Fig. 1: run 1, metal layers overlaid
Bar = 20 um. Only two layers are drawn.
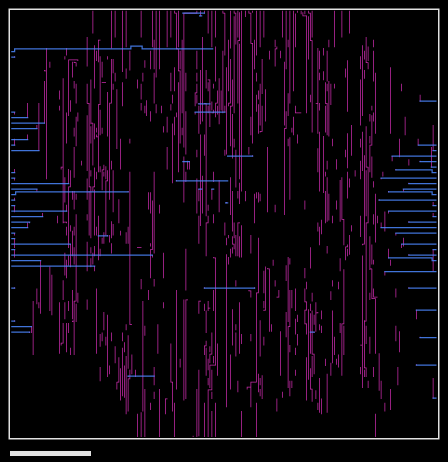
Fig. 2: run 1, register map, names as in the netlist
Bar = 20 um.
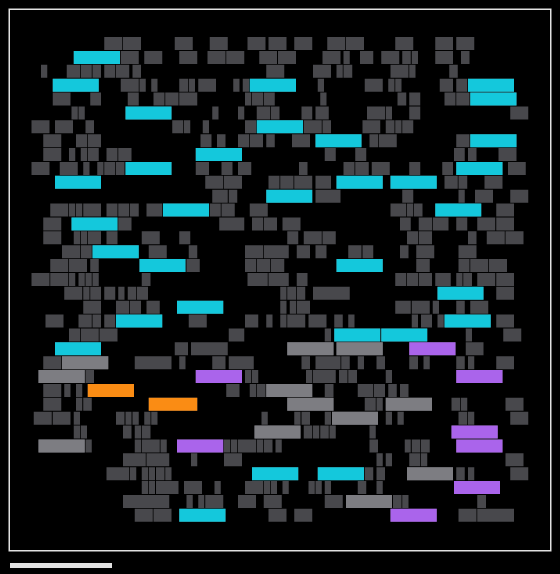
Fig. 3: run 1, placement by cell class
Fill, decap, tap and diode cells in grey.
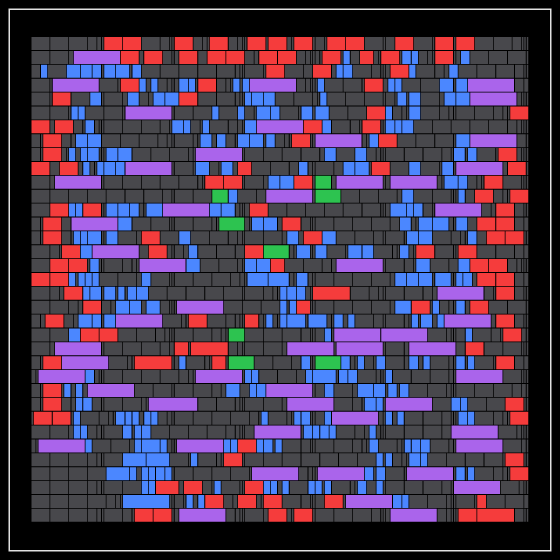
### src/rtl/instr_encoder.sv
// Packs decoded instruction fields into 32-bit words and tags each with a program address.
// Optional field checking is compiled in with INSTR_ENC_CHECK_EN.
module instr_encoder #(
  parameter int          ADDR_W    = 8,
  parameter int unsigned BASE_ADDR = 0
) (
  input  logic              clk,
  input  logic              rst_n,
  input  logic              start,
  input  logic              in_valid,
  output logic              in_ready,
  input  logic [4:0]        in_op,
  input  logic              in_imm_sel,
  input  logic [3:0]        in_rd,
  input  logic [3:0]        in_rs1,
  input  logic [3:0]        in_rs2,
  input  logic [17:0]       in_imm,
  input  logic [26:0]       in_offset,
  input  logic              in_last,
  output logic              out_valid,
  input  logic              out_ready,
  output logic [31:0]       out_instr,
  output logic [ADDR_W-1:0] out_addr,
  output logic              busy,
  output logic              done,
  output logic              err,
  output logic              wrap
);

  localparam logic [1:0] IDLE   = 2'd0;
  localparam logic [1:0] ACTIVE = 2'd1;
  localparam logic [1:0] DRAIN  = 2'd2;

  logic [1:0]        r_state;
  logic              r_out_valid;
  logic [31:0]       r_out_instr;
  logic [ADDR_W-1:0] r_out_addr;
  logic [ADDR_W-1:0] r_addr;
  logic              r_last;
  logic              r_done;
  logic              r_wrap;

  logic        w_in_xfer;
  logic        w_out_xfer;
  logic        w_is_branch;
  logic        w_is_zero;
  logic        w_drop;
  logic [3:0]  w_rd;
  logic [3:0]  w_rs1;
  logic [31:0] w_enc;

  assign in_ready   = (r_state == ACTIVE) && (!r_out_valid || out_ready);
  assign w_in_xfer  = in_valid && in_ready;
  assign w_out_xfer = r_out_valid && out_ready;

  assign w_is_branch = (in_op[4:2] == 3'b100);
  assign w_is_zero   = (in_op == 5'b10100) || (in_op == 5'b01101);
  // cmp has no destination; not/mov have no first source
  assign w_rd  = (in_op == 5'b00101) ? 4'd0 : in_rd;
  assign w_rs1 = ((in_op == 5'b01000) || (in_op == 5'b01001)) ? 4'd0 : in_rs1;

  always_comb begin
    w_enc = '0;
    if (w_is_branch)     w_enc = {in_op, in_offset};
    else if (w_is_zero)  w_enc = {in_op, 27'd0};
    else if (in_imm_sel) w_enc = {in_op, 1'b1, w_rd, w_rs1, in_imm};
    else                 w_enc = {in_op, 1'b0, w_rd, w_rs1, in_rs2, 14'd0};
  end

`ifdef INSTR_ENC_CHECK_EN
  logic r_err;

  assign w_drop = (in_op > 5'b10100) || (in_imm_sel && (w_is_branch || w_is_zero));

  always_ff @(posedge clk or negedge rst_n) begin
    if (!rst_n)                          r_err <= 1'b0;
    else if ((r_state == IDLE) && start) r_err <= 1'b0;
    else if (w_in_xfer && w_drop)        r_err <= 1'b1;
  end

  assign err = r_err;
`else
  assign w_drop = 1'b0;
  assign err    = 1'b0;
`endif

  always_ff @(posedge clk or negedge rst_n) begin
    if (!rst_n) begin
      r_state     <= IDLE;
      r_out_valid <= 1'b0;
      r_out_instr <= '0;
      r_out_addr  <= '0;
      r_addr      <= '0;
      r_last      <= 1'b0;
      r_done      <= 1'b0;
      r_wrap      <= 1'b0;
    end else begin
      r_done <= w_out_xfer && r_last;
      case (r_state)
        IDLE: begin
          if (start) begin
            r_state <= ACTIVE;
            r_addr  <= ADDR_W'(BASE_ADDR);
            r_wrap  <= 1'b0;
          end
        end
        ACTIVE:  if (w_in_xfer && in_last) r_state <= DRAIN;
        DRAIN:   if (!r_out_valid || w_out_xfer) r_state <= IDLE;
        default: r_state <= IDLE;
      endcase
      // a new load and a drain in the same cycle keep out_valid high
      if (w_in_xfer && !w_drop) begin
        r_out_valid <= 1'b1;
        r_out_instr <= w_enc;
        r_out_addr  <= r_addr;
        r_last      <= in_last;
        r_addr      <= r_addr + ADDR_W'(1);
        if (r_addr == {ADDR_W{1'b1}}) r_wrap <= 1'b1;
      end else if (w_out_xfer) begin
        r_out_valid <= 1'b0;
        r_last      <= 1'b0;
      end
    end
  end

  assign out_valid = r_out_valid;
  assign out_instr = r_out_instr;
  assign out_addr  = r_out_addr;
  assign busy      = (r_state == ACTIVE) || (r_state == DRAIN);
  assign done      = r_done;
  assign wrap      = r_wrap;

endmodule

### config.mk
export PLATFORM = sky130hd
export DESIGN_NAME = instr_encoder
export DESIGN_NICKNAME = d
export VERILOG_FILES = /design/src/rtl/instr_encoder.sv
export SDC_FILE = /design/constraint.sdc
export NUM_CORES = 1
export LEC_CHECK = 0
export ABC_AREA = 1
export CELL_PAD_IN_SITES_DETAIL_PLACEMENT = 0
export CELL_PAD_IN_SITES_GLOBAL_PLACEMENT = 1
export CORE_MARGIN = 4
export CORE_UTILIZATION = 32
export DETAILED_ROUTE_END_ITERATION = 10
export PLACE_DENSITY_LB_ADDON = 0.1
export SYNTH_ARGS = -nofsm -noshare
export SYNTH_HDL_FRONTEND = slang
export SYNTH_SLANG_ARGS = --single-unit
export TNS_END_PERCENT = 5
### constraint.sdc
create_clock -name clk -period 1.9 [get_ports clk]
set_input_delay 0.19 -clock clk [delete_from_list [all_inputs] [get_ports clk]]
set_output_delay 0.19 -clock clk [all_outputs]
set_load 0.005 [all_outputs]
==> reports/qor.csv, run 1 <==
metric,value,unit
status,finished clean,
post-synthesis average cell area,8.54,um2
clk_lat worst skew,0.32,ns
top routing layer in use,met4,
met2 routed WL,3.92,mm
register-to-register setup slack,0.37,ns
Flops after synth,54,
number of synthesized flops with an enable pin,0,
"Max FO, Critical Path",3,
critical path class,register to primary output,
flip-flop and latch area,1350,um2
met1 GRT Util,0.211,
routability cong.,0.797,
Syn Std Cell Area,3060,um2
DRT Wirelength,8.56,mm
nets,543,
I/O Buffers,113,
Routed met3 length,508,um
clk slew on worst S/H paths,0.12,ns
pre-CTS setup slack,0.214,ns
minimum clock period,1.81,ns
crit path DRT,1.71,ns
Iter 0 DRT Violations,102,
Area leader share,0.441,
asr flop ratio synth,1.00,
met1 WL,3.99,mm
std cell rows,35,
ys flop type,dfrtp_1,
Post-DRT Antenna Nets,0,
Synth Seq Share,0.441,
DR vias/cell,4.67,
initial antenna violation count,0,
total power,5.10,mW
worst setup path start,r_state[0]$_DFFE_PN0P_,
pin count of the biggest net entering global routing,55,
number of fill cells in the layout,914,
post-DP HPWL,6.03,mm
MaxCap Viol Count,0,
largest area contributor in the netlist,dfrtp_1,
Top logic family,simple AND/OR/NAND/NOR gates,
Top Layout Cells,"111 x clkdlybuf4s50_1, 61 x nand2_1, 53 x dfrtp_1, 41 x inv_1, 29 x a21oi_1",
maximum root-to-sink buffer count,2,
# diodes,0,
wire length per cell,14.3,um
Final TNS setup,0,ns
busiest grt layer,met2,
Comb area,1360,um2
DP Area,4290,um2
gr usage total,0.154,
Final Hold Fails,0,
Register-to-Register Path Depth,6,
TritonCTS clock tree,built,
area reported by Yosys stat,3060,um2
Top cell excl fill/tap,clkdlybuf4s50_1,
First-pass DRT Iterations,4,
Num CTS Buffers,5,
Final WS setup,0.0944,ns
synthesized instance count,359,
# IOs,115,
R2R Path Start,r_state[1]$_DFFE_PN0P_,
RSZ-0062 raised after global routing,no,
routed vias,2795,
Cell variety after synth,33,
Peak VDD IR,0.000562,V
vias in the first global route,2693,
period utilization,0.950,
Yosys warnings,0,
design area,4410,um2
setup bufs post-CTS,0,
ao+oa area frac,0.177,
GRT overflow,0,
Synth mux share,0,
Critical Path End,busy,
Clock Sinks,54,
Root Driver,clkbuf_8,
most common library cells after synthesis,"61 x nand2_1, 54 x dfrtp_1, 42 x inv_1, 29 x a21oi_1, 28 x nand4_1",
"Area growth, synth to finish",43.9,%
Worst Path Arrival,1.62,ns
fmax,554,MHz
syn_nets,433,
power density cells,1160,nW/um2
layout cells sized above 1,0.111,
CTS H-tree lvls,2,
Slew Limit Fails,0,
first-pass GRT wire length,14.0,mm
routing usage on met2,0.241,
final setup fails,0,
fp_density,0.330,
most numerous cell in the Yosys netlist,nand2_1,
DIE AREA,11200,um2
yosys adder share,0.0204,
startpoint types,register,
capture point of the worst reg-to-reg path,r_addr[3]$_DFFE_PN0P_,
die height,106,um
GR Util met3,0.0416,
Hold Path Class,input pin to asynchronous set/reset pin,
# Cells Yosys,359,
Core ar.,9280,um2
# DRC,0,
Final Skew,0.0174,ns
xor/xnor share of the synthesized area,0.00286,
width of the die,106,um
and+or+nand+nor area frac,0.238,
CP endpoint kind,primary output,
Tool Warnings,29,
P_leak,2.04,nW
Post-synth area hogs,"dfrtp_1 44%, nand2_1 7.5%, nand4_1 5.7%",
-- Fig. 1 (at the start) --
Key: magenta = met2 [wire length 3920 um]; blue = met3 [wire length 509 um]

-- Fig. 2 (at the start) --
Key: cyan = out_instr [placed flops 32]; purple = out_addr [placed flops 8]; orange = r_state [placed flops 2]
Another 12 sequential cells are not coloured.

-- Fig. 3 (at the start) --
Key: red = other buffers and delay cells [cells 125]; green = clock drivers and dummy loads [cells 8]; blue = all other logic [cells 283]; purple = flip-flops [cells 54]

[run 1: state kept, by name, summed over array words and instances (netlist names)]
register,count
done,1
r_state,2
wrap,1
r_last,1
out_instr,32
out_addr,8
out_valid,1
r_addr,8
[run 1: worst max-delay path: stages, from the launching register on]
cell	delay, ns
dfrtp_2	0.42
inv_1	0.09
ha_1	0.29
clkdlybuf4s50_1	0.49
[run 1: final cells by class]
class / count / area share
Clock inverter: 3 / 0.00596
Sequential cell: 54 / 0.307
Tap cell: 129 / 0.0366
Clock buffer: 5 / 0.0156
Timing Repair Buffer: 125 / 0.288
Inverter: 44 / 0.0386
Multi-Input combinational cell: 239 / 0.308
[run 1: cell families (layout without fill, tap and decap cells)]
| group | Yosys count | in the layout |
|---|---|---|
| AND/OR/NAND/NOR | 143 | 143 |
| AND-OR/OR-AND | 89 | 89 |
| buffers and inverters | 66 | 177 |
| flip-flops | 54 | 54 |
| adder cells (fa/ha/maj) | 5 | 5 |
| other | 1 | 1 |
| XOR/XNOR | 1 | 1 |
[run 1: power breakdown]
part / total (mW) / switching [mW] / internal, mW / leakage [nW]
logic: 2.48 / 0.950 / 1.53 / 1.33
clock network: 0.705 / 0.432 / 0.273 / 0.0491
registers: 1.91 / 0.275 / 1.64 / 0.664
total: 5.10 / 1.66 / 3.44 / 2.04
[run 1: repair_timing]
action	CTS	global route
resized	2	3
setup endpoints to repair	1	2
hold endpoints to repair	54	0
hold buffers	1	0
[run 1: metrics by stage]
stage,std cells,hold slack (ns),utilization
after detailed placement,590,0.222,0.462
after global placement,590,0.221,0.462
after global routing,599,0.420,0.475
after CTS,599,0.406,0.475
after floorplan,359,-0.106,-
final,599,0.400,0.475
Fig. 4: run 1, clock nets
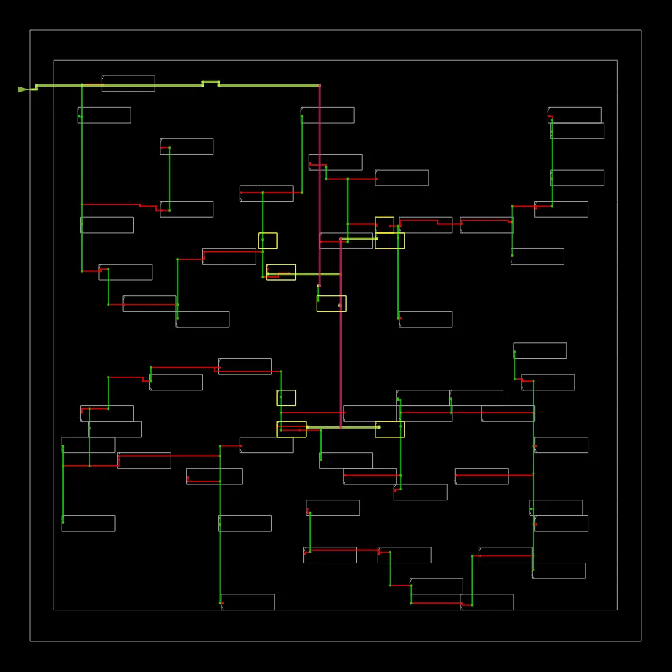

==> run 1 -> run 2 <==
--- a/config.mk
+++ b/config.mk
@@ -9,8 +9,9 @@
 export CELL_PAD_IN_SITES_DETAIL_PLACEMENT = 0
 export CELL_PAD_IN_SITES_GLOBAL_PLACEMENT = 1
 export CORE_MARGIN = 4
-export CORE_UTILIZATION = 32
+export CORE_UTILIZATION = 45
 export DETAILED_ROUTE_END_ITERATION = 10
+export DONT_BUFFER_PORTS = 1
 export PLACE_DENSITY_LB_ADDON = 0.1
 export SYNTH_ARGS = -nofsm -noshare
 export SYNTH_HDL_FRONTEND = slang
Fig. 5: run 2, clock nets
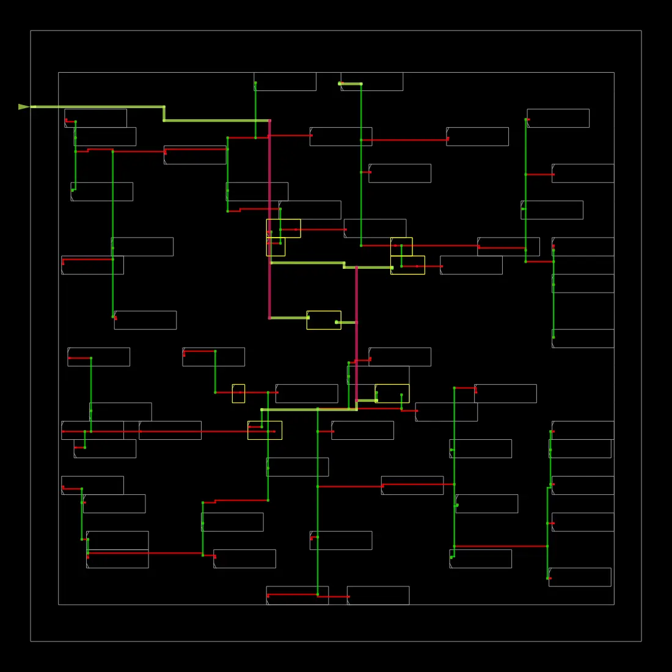
flip-flops: 54
clkbuf count: 5
clk_lat worst skew: 0.31 ns

Fig. 6: run 2, register map, names as in the netlist
Bar = 20 um.
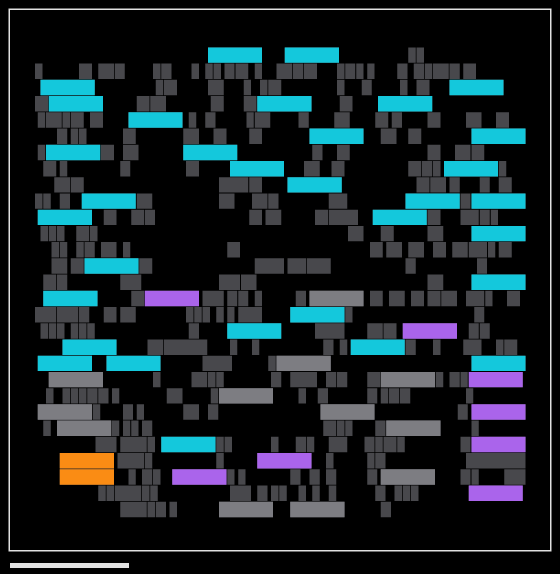
Key: cyan = out_instr [placed flops 32]; orange = r_state [placed flops 2]; purple = out_addr [placed flops 8]
Another 12 sequential cells are not coloured.
Final Core Density: 0.490
sequential cell power: 2.02 mW

==> reports/qor.csv, run 2 <==
metric,value,unit
max FFs per register,32,
P_leak,1.57,nW
"CP delay by family, top",flip-flops,
period utilization,0.870,
nets,429,
DR vias/cell,5.57,
Synth mux share,0,
and+or+nand+nor area frac,0.238,
worst setup path start,r_state[1]$_DFFE_PN0P_,
Net Sw Frac,0.364,
Peak VDD IR,0.000543,V
asr flop ratio synth,1.00,
# Cells Yosys,359,
CP endpoint kind,register,
Top Layout Cells,"61 x nand2_1, 54 x dfrtp_1, 42 x inv_1, 29 x a21oi_1, 28 x nand4_1",
non-clk buf share,0.0401,
largest class,flip-flops and latches,
number of synthesized flops with an enable pin,0,
final setup fails,0,
capture point of the worst reg-to-reg path,r_addr[2]$_DFFE_PN0P_,
register-to-register setup slack,0.25,ns
initial antenna violation count,0,
Final Skew,0.00795,ns
First-pass DRT Iterations,4,
# IOs,115,
"Area growth, synth to finish",3.84,%
# DRC,0,
synthesized instance count,359,
layout cells sized above 1,0.121,
# diodes,0,
die height,90.5,um
Hold Path Class,input pin to register,
vias in the first global route,2386,
Worst Path Arrival,1.89,ns
CTS H-tree lvls,2,
DIE AREA,8190,um2
ys flop type,dfrtp_1,
Post-CTS Resized,0,
Post-synth area hogs,"dfrtp_1 44%, nand2_1 7.5%, nand4_1 5.7%",
sequential power share,0.504,
Flops after synth,54,
std cell rows,29,
Well Taps,77,
routed vias,2413,
MaxCap Viol Count,0,
inverter count,44,
net switching power,1.46,mW
power density cells,1260,nW/um2
largest area contributor in the netlist,dfrtp_1,
Yosys warnings,0,
routability cong.,0.751,
I/O Buffers,0,
pre-CTS setup slack,0.240,ns
most numerous cell in the Yosys netlist,nand2_1,
post-synthesis average cell area,8.54,um2
syn_nets,433,
R2R Path Start,r_state[1]$_DFFE_PN0P_,
clk tree area frac,0.0283,
internal power,2.55,mW
yosys adder share,0.0204,
width of the die,90.5,um
Synth Seq Share,0.441,
clk slew on worst S/H paths,0.11,ns
most common library cells after synthesis,"61 x nand2_1, 54 x dfrtp_1, 42 x inv_1, 29 x a21oi_1, 28 x nand4_1",
Critical Path End,r_addr[2]$_DFFE_PN0P_,
Register-to-Register Path Depth,6,
Tool Warnings,29,
number of fill cells in the layout,650,
Final TNS setup,0,ns
Final Hold Fails,0,
Area leader share,0.441,
area reported by Yosys stat,3060,um2
Slew Limit Fails,0,
xor/xnor share of the synthesized area,0.00286,
setup bufs post-CTS,0,
status,finished clean,
Top logic family,simple AND/OR/NAND/NOR gates,
critical path class,register to register,
critical path's slowest cell,dfrtp_1,
Final WS setup,0.246,ns
total power,4.01,mW
crit path DRT,2.13,ns
clock network fraction of total power,0.165,
Comb area share,0.423,
Comb area,1350,um2
Seq area share,0.425,
CP peak stage delay,0.38,ns
Post-DRT Antenna Nets,0,
RSZ-0062 raised after global routing,no,
Root Driver,clkbuf_8,
ao+oa area frac,0.177,
Iter 0 DRT Violations,130,
Critical Path Stages,6,
Clock Sinks,54,
Top cell excl fill/tap,nand2_1,
Syn Std Cell Area,3060,um2
flip-flop and latch area,1350,um2
startpoint types,register,
Critical path buffers and inverters,2,
Non-clk bufs,11,
Multi-In Gates,239,
Cell variety after synth,33,
-- run 2: cell counts after synthesis --
Identical to the previous run, type by type.
-- run 2: metrics by stage --
stage / instance area (um2) / instances / hold slack (ns)
after global placement: 3010 / 419 / -0.104
after CTS: 3180 / 433 / 0.00674
after global routing: 3180 / 433 / 0.0118
after detailed placement: 3010 / 419 / -0.104
final: 3180 / 433 / 0.0177
after floorplan: 3060 / 359 / -0.106
-- run 2: worst min path at each step --
| stage | startpoint | end | slack [ns] | depth (start not counted) |
|---|---|---|---|---|
| floorplan | rst_n | done$_DFF_PN0_ | -0.11 | 0 |
| global placement | rst_n | out_addr[6]$_DFFE_PN0P_ | -0.10 | 0 |
| detailed placement | rst_n | out_addr[6]$_DFFE_PN0P_ | -0.10 | 0 |
| CTS | out_ready | done$_DFF_PN0_ | 0.007 | 2 |
| global route | out_ready | done$_DFF_PN0_ | 0.01 | 2 |
| finish | out_ready | done$_DFF_PN0_ | 0.02 | 2 |
-- run 2: power by group through the flow --
stage | Clock [mW] | Combinational [mW] | Sequential [mW]
after floorplan | 0 | 1.13 | 1.92
after global placement | 0 | 1.26 | 2.06
after detailed placement | 0 | 1.31 | 2.06
after CTS | 0.681 | 1.35 | 2.04
after global routing | 0.730 | 1.54 | 2.09
final | 0.659 | 1.33 | 2.02
-- run 2: layer usage --
layer  vias to the layer above  routed length, um  track usage
li1                       1175                  -            -
met1                      1134               3440        0.254
met2                        99               3440        0.284
met3                         5                686       0.0633
met4                         0                 48       0.0344
met5                         -                  0            0
-- run 2: logic make-up after synthesis --
logic type,after synthesis
AND/OR/NAND/NOR,143
AND-OR/OR-AND,89
buffers and inverters,66
flip-flops,54
adder cells (fa/ha/maj),5
XOR/XNOR,1
other,1
Power is estimated from default activity; no workload was simulated.
